met3.png
Scale: 8 px per µm. Cells faint in the background.
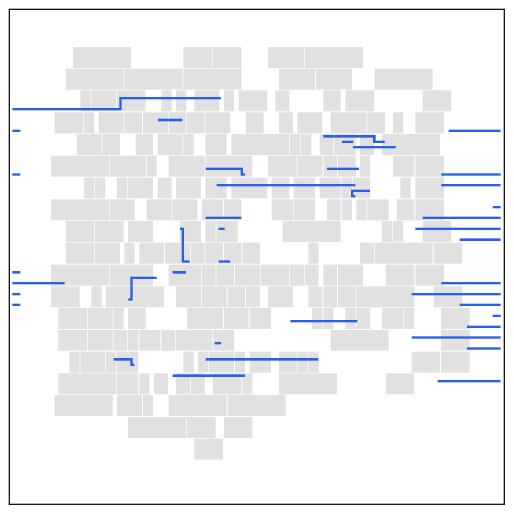
port_nets.png
Scale: 4 px per µm.
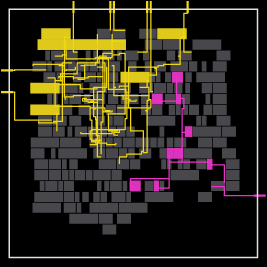
clock_map.png
Scale: 6 px per µm.
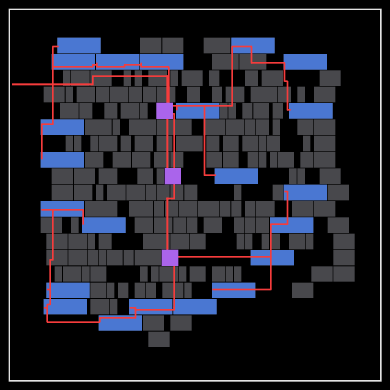
density.png
Scale: 6 px per µm. 6 x 6 tiles, from dark blue (low) to red (high), 0 to 100% covered.
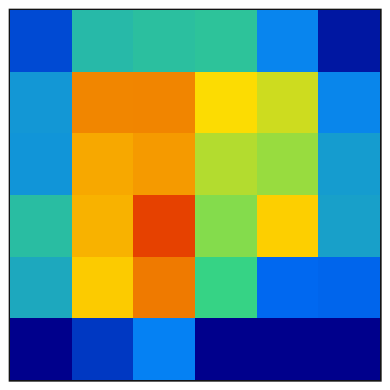
final_congestion.png
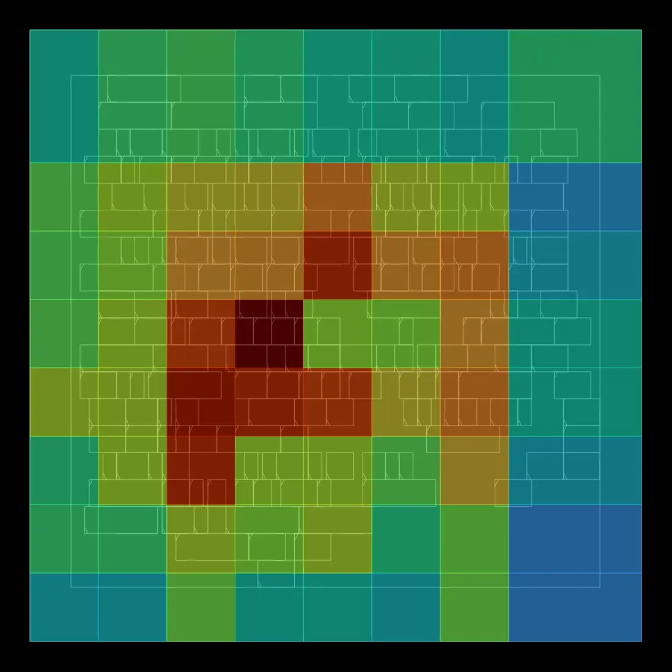
<file path="src/rtl/lfsr_search_ctrl.sv">
// lfsr_search_ctrl: control path for the LFSR-addressed associative memory.
// Sequences writes, clears and bounded searches, tracks the fill level and
// reports hit/miss with a Done pulse. The search length is capped by the
// number of valid entries.
// Optional feature macro: LFSR_WRAP_EN -- when defined, a write while Full
// overwrites the oldest entry instead of being rejected.
module lfsr_search_ctrl #(
    parameter int LFSR_WIDTH = 8,
    parameter int DEPTH      = 255,
    localparam int CW        = $clog2(DEPTH + 1)
) (
    input  logic          Clock,
    input  logic          Reset,
    input  logic          WR_Ext,
    input  logic          RD_Ext,
    input  logic          Clear_Ext,
    input  logic          Compare_Found,
    output logic          RD,
    output logic          WR,
    output logic          Temp_Trigger,
    output logic          LFSR_Enable,
    output logic          LFSR_Reset,
    output logic          Data_Compare_Enable,
    output logic          Write_Advance,
    output logic          Busy,
    output logic          Done,
    output logic          Hit,
    output logic          Miss,
    output logic          Write_Reject,
    output logic          Full,
    output logic [CW-1:0] Fill_Count,
    output logic [CW-1:0] Search_Count
);

    // An LFSR of this width can only address 2^LFSR_WIDTH-1 entries, so an
    // oversized DEPTH is clamped to what the address sequence can reach.
    localparam int MAX_ENTRIES = (1 << LFSR_WIDTH) - 1;
    localparam int DEPTH_EFF   = (DEPTH > MAX_ENTRIES) ? MAX_ENTRIES : DEPTH;

    typedef enum logic [2:0] {
        S_START,
        S_WRITE,
        S_CLEAR,
        S_TEMP,
        S_SEARCH,
        S_RESULT
    } state_t;

    state_t        r_state;
    state_t        w_state_next;
    logic [CW-1:0] r_fill;
    logic [CW-1:0] r_search;
    logic          r_hit;
    logic          r_miss;
    logic          r_reject;

    logic [5:0]    w_ctrl;        // {RD, WR, Temp_Trigger, LFSR_Enable, LFSR_Reset, Data_Compare_Enable}
    logic          w_full;
    logic          w_accept;      // a request is taken in START this cycle
    logic          w_read_empty;  // read issued with no valid entries
    logic          w_reject;      // write refused because the memory is full
    logic          w_last;        // current compare is against the last valid entry

    assign w_full = (r_fill == CW'(DEPTH_EFF));
    assign w_last = (r_search == r_fill - 1'b1);

    // State register; reset aborts any operation back to START.
    always_ff @(posedge Clock) begin
        // NOTE: sequential state uses non-blocking assignments so every
        // register samples pre-edge values regardless of statement order.
        if (Reset) r_state <= S_START;
        else       r_state <= w_state_next;
    end

    // Next-state selection and Moore control decode from the state register.
    always_comb begin
        // NOTE: every output of this block gets a default first so no path
        // leaves a signal unassigned and no latch is inferred.
        w_state_next = r_state;
        w_ctrl       = 6'b000000;
        w_accept     = 1'b0;
        w_read_empty = 1'b0;
        w_reject     = 1'b0;
        unique case (r_state)
            S_START: begin
                w_accept = Clear_Ext | WR_Ext | RD_Ext;
                if (Clear_Ext) begin
                    w_state_next = S_CLEAR;
                end else if (WR_Ext) begin
                    if (!w_full) begin
                        w_state_next = S_WRITE;
                    end else begin
`ifdef LFSR_WRAP_EN
                        w_state_next = S_WRITE;
`else
                        w_state_next = S_RESULT;
                        w_reject     = 1'b1;
`endif
                    end
                end else if (RD_Ext) begin
                    if (r_fill == '0) begin
                        w_state_next = S_RESULT;
                        w_read_empty = 1'b1;
                    end else begin
                        w_state_next = S_TEMP;
                    end
                end
            end
            S_WRITE: begin
                w_ctrl       = 6'b010000;
                w_state_next = S_RESULT;
            end
            S_CLEAR: begin
                w_ctrl       = 6'b000010;
                w_state_next = S_RESULT;
            end
            S_TEMP: begin
                w_ctrl       = 6'b001010;
                w_state_next = S_SEARCH;
            end
            S_SEARCH: begin
                w_ctrl = 6'b100101;
                if (Compare_Found || w_last) w_state_next = S_RESULT;
            end
            S_RESULT: begin
                w_state_next = S_START;
            end
            default: begin
                w_state_next = S_START;
            end
        endcase
    end

    // Fill level, search length, result flags and the reject pulse.
    always_ff @(posedge Clock) begin
        if (Reset) begin
            r_fill   <= '0;
            r_search <= '0;
            r_hit    <= 1'b0;
            r_miss   <= 1'b0;
            r_reject <= 1'b0;
        end else begin
            r_reject <= w_reject;
            unique case (r_state)
                S_START: begin
                    if (w_accept) begin
                        r_hit  <= 1'b0;
                        r_miss <= w_read_empty;
                    end
                    if (w_read_empty) r_search <= '0;
                end
                S_WRITE: begin
                    // A wrap-around write while full keeps the level at DEPTH.
                    if (!w_full) r_fill <= r_fill + 1'b1;
                end
                S_CLEAR: begin
                    r_fill <= '0;
                end
                S_TEMP: begin
                    r_search <= '0;
                end
                S_SEARCH: begin
                    r_search <= r_search + 1'b1;
                    // A match on the final entry is still a hit.
                    if (Compare_Found) r_hit  <= 1'b1;
                    else if (w_last)   r_miss <= 1'b1;
                end
                default: begin
                end
            endcase
        end
    end

    assign {RD, WR, Temp_Trigger, LFSR_Enable, LFSR_Reset, Data_Compare_Enable} = w_ctrl;
    assign Write_Advance = w_ctrl[4];
    assign Busy          = (r_state != S_START);
    assign Done          = (r_state == S_RESULT);
    assign Hit           = r_hit;
    assign Miss          = r_miss;
    assign Write_Reject  = r_reject;
    assign Full          = w_full;
    assign Fill_Count    = r_fill;
    assign Search_Count  = r_search;

endmodule

</file>
<file path="config.mk">
export PLATFORM = sky130hd
export DESIGN_NAME = lfsr_search_ctrl
export DESIGN_NICKNAME = d
export VERILOG_FILES = /design/src/rtl/lfsr_search_ctrl.sv
export SDC_FILE = /design/constraint.sdc
export NUM_CORES = 1
export LEC_CHECK = 0
export ABC_AREA = 0
export CORE_MARGIN = 4
export CORE_UTILIZATION = 49
export CTS_CLUSTER_SIZE = 14
export DETAILED_ROUTE_END_ITERATION = 7
export GPL_ROUTABILITY_DRIVEN = 0
export PLACE_DENSITY = 0.83
export SYNTH_ARGS = -nofsm -noshare
export SYNTH_HDL_FRONTEND = slang
export SYNTH_SLANG_ARGS = --single-unit
</file>
<file path="constraint.sdc">
create_clock -name Clock -period 2.63 [get_ports Clock]
set_input_delay 0.263 -clock Clock [delete_from_list [all_inputs] [get_ports Clock]]
set_output_delay 0.263 -clock Clock [all_outputs]
set_load 0.05 [all_outputs]
</file>
==> results.cfg <==
; generated from flow reports
[layout]
buffer_area_frac = 0.203
clkCellAreaFrac = 0.0128
design_area_um2 = 1750
final_cells = 229
final_nets = 209
sh_seq_area = 0.251
logic_area_um2 = 870

[run_status]
status = finished clean

[run]
warnings = 27

[timing]
hold_violations = 0
slew_viol_final = 0
fin_crit_sh = 0.855
fin_hold_ws_ps = 540
tightest_slew_ps = 512
slew_headroom = 0.657

[pwr]
seqPwrFrac = 0.376
cellLeakagePower_nw = 0.676

[detailed_routing]
dr.pass1.iters = 4
drtAntennaViolNets = 0

[setup_path]
crit_fanout = 9
crit_buf_inv = 2
cp-endpoint = LFSR_Enable
critPathRequiredTime_ps = 2370
slowest_stage = clkdlybuf4s50_1
r2r_cells = 8
critPathKind = flop to output pin

[global_route]
antenna_found_initial = 0
grt_use_total = 0.189

[cts]
cts_tree = yes
post_cts_buffers = 0

[logic_synthesis]
edf_count = 0
synthTopCellsByCount = dfxtp_1 (22), nor2_1 (22), xnor2_1 (14)
ys_cells = 174

[min_path]
hold_path.class = flop to flop
## Picture notes: met3.png
nets with wire on the layer = 36
wire length on this layer = 230 µm
Total Wirelength: 3350 µm
via count: 1,351
M3 GR Usage: 0.0227

## Picture notes: port_nets.png
`Fill_Count` -> yellow  # bits 8, direction output, end cells 8, buffers 8, wire 589 µm
`Reset` -> magenta  # bits 1, direction input, end cells 9, buffers 1, wire 88.9 µm
Port Buf Inserts: 34
Ports: 35

## Picture notes: clock_map.png
clock wires -> red  # length 284 µm
flip-flops -> blue  # count 22
cells driving clock nets -> purple  # count 3
flops lie = spread over the die
skew final: 2.52 ps
Clock Latency Late Sink: 300 ps
Clk. pwr: 0.151 mW
Clk pwr share: 0.140

## Picture notes: density.png
fullest tile = 93%
emptiest ninth of the die = lower right
densest ninth of the die = center

## Picture notes: final_congestion.png
Wirelength per Cell: 14.6 µm
GR peak layer: met2
post-layout util: 0.636

[cell families (layout without fill, tap and decap cells)]
family	count (synthesis)	count (layout)	synth area share
multiplexers	2	2	0.0142
XOR/XNOR	23	23	0.143
flip-flops	22	22	0.312
adder cells (fa/ha/maj)	3	3	0.0266
AND/OR/NAND/NOR	72	72	0.275
AND-OR/OR-AND	31	31	0.158
buffers and inverters	21	45	0.0726
[power groups by stage]
stage | sequential [mW] | clock [mW] | combinational (mW)
2_1_floorplan | 0.432 | 0 | 0.373
3_3_place_gp | 0.408 | 0 | 0.513
3_5_place_dp | 0.412 | 0 | 0.519
4_1_cts | 0.404 | 0.159 | 0.520
5_1_grt | 0.412 | 0.175 | 0.557
6_report | 0.405 | 0.151 | 0.520
[cells in the final DEF (no fill, tap or decap), types with 2 or more instances in the layout]
| cell type | synthesis | final |
|---|---|---|
| clkdlybuf4s50_1 | 0 | 31 |
| dfxtp_1 | 22 | 22 |
| nor2_1 | 22 | 22 |
| xnor2_1 | 14 | 14 |
| nand2_1 | 11 | 11 |
| xor2_1 | 9 | 9 |
| inv_1 | 7 | 7 |
| a21oi_1 | 7 | 7 |
| nor3_1 | 5 | 5 |
| nand3_1 | 5 | 5 |
| nand4_1 | 5 | 5 |
| nor3b_1 | 4 | 4 |
| o21ai_0 | 4 | 4 |
| nor2b_1 | 3 | 3 |
| a211oi_1 | 3 | 3 |
| and3_1 | 3 | 3 |
| ha_1 | 3 | 3 |
| clkbuf_4 | 0 | 3 |
| dlymetal6s2s_1 | 0 | 3 |
| or3b_2 | 2 | 2 |
| and4_1 | 2 | 2 |
| nor4_1 | 2 | 2 |
| a21o_1 | 2 | 2 |
| a31oi_1 | 2 | 2 |
| o31ai_1 | 2 | 2 |
| and2_1 | 2 | 2 |
| or3_1 | 2 | 2 |
| mux2i_1 | 2 | 2 |
Power and IR drop assume default switching activity.
